==> config.mk <==
export PLATFORM = sky130hd
export DESIGN_NAME = rst_seq_gen
export DESIGN_NICKNAME = d
export VERILOG_FILES = /design/src/rtl/rst_seq_gen.sv
export SDC_FILE = /design/constraint.sdc
export NUM_CORES = 1
export LEC_CHECK = 0
export ABC_AREA = 1
export CAP_MARGIN = 30
export CORE_MARGIN = 2
export CORE_UTILIZATION = 50
export CTS_CLUSTER_DIAMETER = 150
export DETAILED_ROUTE_END_ITERATION = 16
export DONT_BUFFER_PORTS = 1
export PLACE_DENSITY = 0.72
export SLEW_MARGIN = 10
export SYNTH_ARGS = -nofsm -noshare
export SYNTH_HDL_FRONTEND = slang
export SYNTH_SLANG_ARGS = --single-unit
==> constraint.sdc <==
create_clock -name clk -period 2 [get_ports clk]
set_input_delay 0.5 -clock clk [delete_from_list [all_inputs] [get_ports clk]]
set_output_delay 0.5 -clock clk [all_outputs]
set_load 0.01 [all_outputs]
**Gate families picked out**

The bar under the picture is 10 um long.
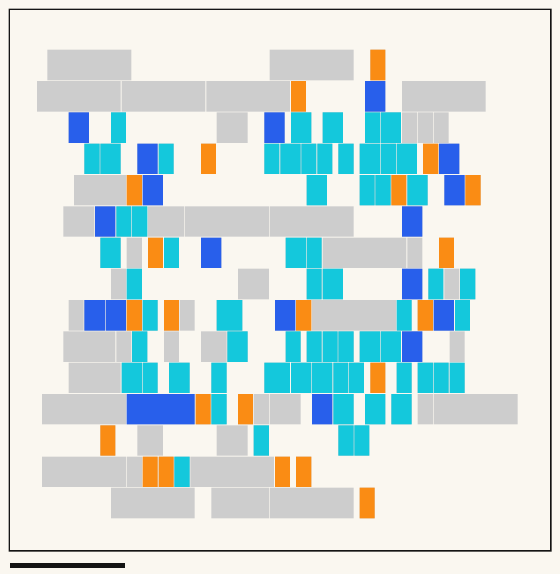
- cyan: NAND gates (cells 64; most used nand2_1)
- orange: inverters (cells 22; most used inv_1)
- blue: inverting AOI/OAI gates (cells 18)
final non-filler cell total: 172
logic share of the area: 51.0%

**Metal layers overlaid**

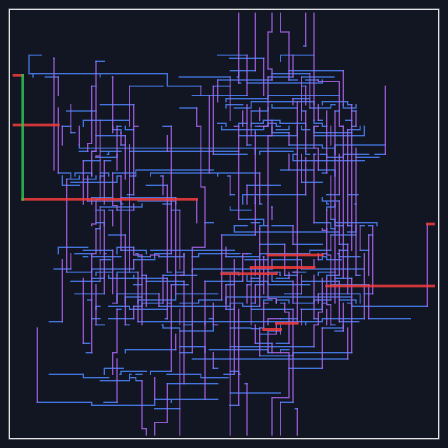
- purple: met2 (wire length 1000 um)
- red: met3 (wire length 60.3 um)
- blue: met1 (wire length 923 um)
- green: met4 (wire length 13.6 um)
routed wire length: 2000 um
total number of vias: 883
mean routed wirelength per cell: 11.6 um
Total Routing Usage GR: 21.1%

**Pin placement**

Pins as bars across the die edge, other pins in gray.
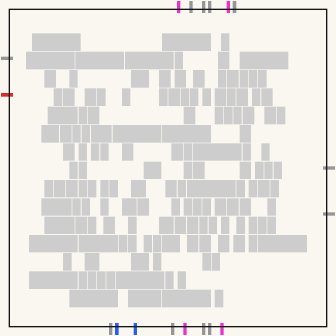
- magenta: `ch_srstn` (pins 4; direction output; edge 2 bottom, 2 top)
- blue: `dbg_state_o` (pins 2; direction output; edge bottom)
- red: `srst` (pins 1; direction input; edge left)
- all pins by edge: 8 bottom, 6 top, 2 left, 2 right
die height: 46.9 um
port bufs: 0
chip width: 46.9 um

**The clock network**

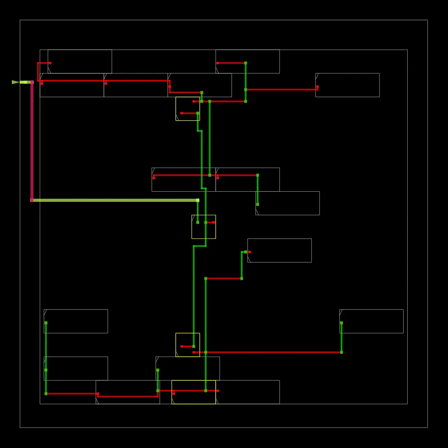
clock buffer count: 4
Setup Skew: 0.680 ps

==> results.txt <==
met1 Use GR: 27.3%
Most Used Layer, Global Route: met2
Initial DRT Pass Iterations: 4
CTS tree: done
Critical Path AT: 1960 ps
R2R depth: 10
mapped cell area: 922 sq um
Max Freq: 0.558 GHz
Nets: 158
tool warnings: 27
biggest area cells: dfxtp_1 (35%), nand2_1 (16%), nand3_1 (12%), inv_1 (8.1%), nor2_1 (6.1%)
Top pwr grp: combinational cells
CP Cell Sequence: ha_1, nand3_1, inv_1, ha_1, nor2_1, a21oi_4, nand2_2, inv_1, nand2_1, nand3_1
final hold slack: 268 ps
met2 Track Usage GR: 34.2%
WS Path Type: flop to flop
core area: 1730 sq um
fin crit period: 1790 ps
sequential cells: 16
cell with the most instances after synthesis: nand2_1
H-tree Lvls: 1
area delta synth->final: 5.70%
Worst path max stage delay: 350 ps
Final Hold Vio Count: 0
Final Wtd Congestion: 0.876
Die ar.: 2200 sq um
Least-Margin Pin Slew: 302 ps
RSZ-0062 raised after global routing: no
largest net degree at the start of global routing: 12
share of layout cells above drive strength 1: 6.80%
Tot Pwr: 1.42 mW
Rel. slew slack: 79.7%
Sw Pwr: 0.668 mW
Post-DP HPWL: 1530 um
Max Cap Viol: 0
met3 WL: 60 um
Hold Buf Count CTS: 0
Filler cells: 177
Net Sw Frac: 47.0%
critical path's slowest cell: dfxtp_1
Max FO, Critical Path: 11
worst slack, placed: 235 ps
syn avg cell area: 6.40 sq um
Crit path max-delay family: simple AND/OR/NAND/NOR gates
outcome: finished clean
num rows: 15
Adders+Majority by Area: 4.07%
Top Layout Cells: nand2_1 (40), nand3_1 (22), inv_1 (20)
most frequent logic cell in the layout: nand2_1
Synth Area in Simple Gates: 37.0%
sequential power: 0.526 mW
cells in synth_stat.txt: 144
global routing usage on met3: 3.46%
Layout Utilization: 56.4%
period utilization: 89.7%
Root Buffer: clkbuf_4
comb pwr: 0.682 mW
max reg flops: 5
first-pass GRT wire length: 3300 um
Non-clk invs: 22
Routed Antenna Nets: 0
Final clock-cell share: 3.72%
Int Pwr: 0.754 mW
WL met2: 1000 um
Non-clock buffer share: 0.770%
Initial Utilization: 53.4%
initial antenna violation count: 0
Cell variety after synth: 18
CP bufs+invs: 2
Post-synth EDFFs: 0
final setup margin: 207 ps
top cell category: multi-input combinational cells
placed instance count: 168
hold crit path type: input port to flop
Insertion Delay late pin: 280 ps
Setup violations, final: 0
Levels on crit path: 10
Non-clk bufs: 1
CTS Buf Count: 3
worst hold path depth: 1
cell count after synthesis: 144
post-route cell area: 975 sq um
flop share of the area: 32.9%
sequential standard cell area: 320 sq um
CP required: 2170 ps
DR iter-0 viols: 25
Mux cell area share: 0%
Power and IR drop assume default switching activity.
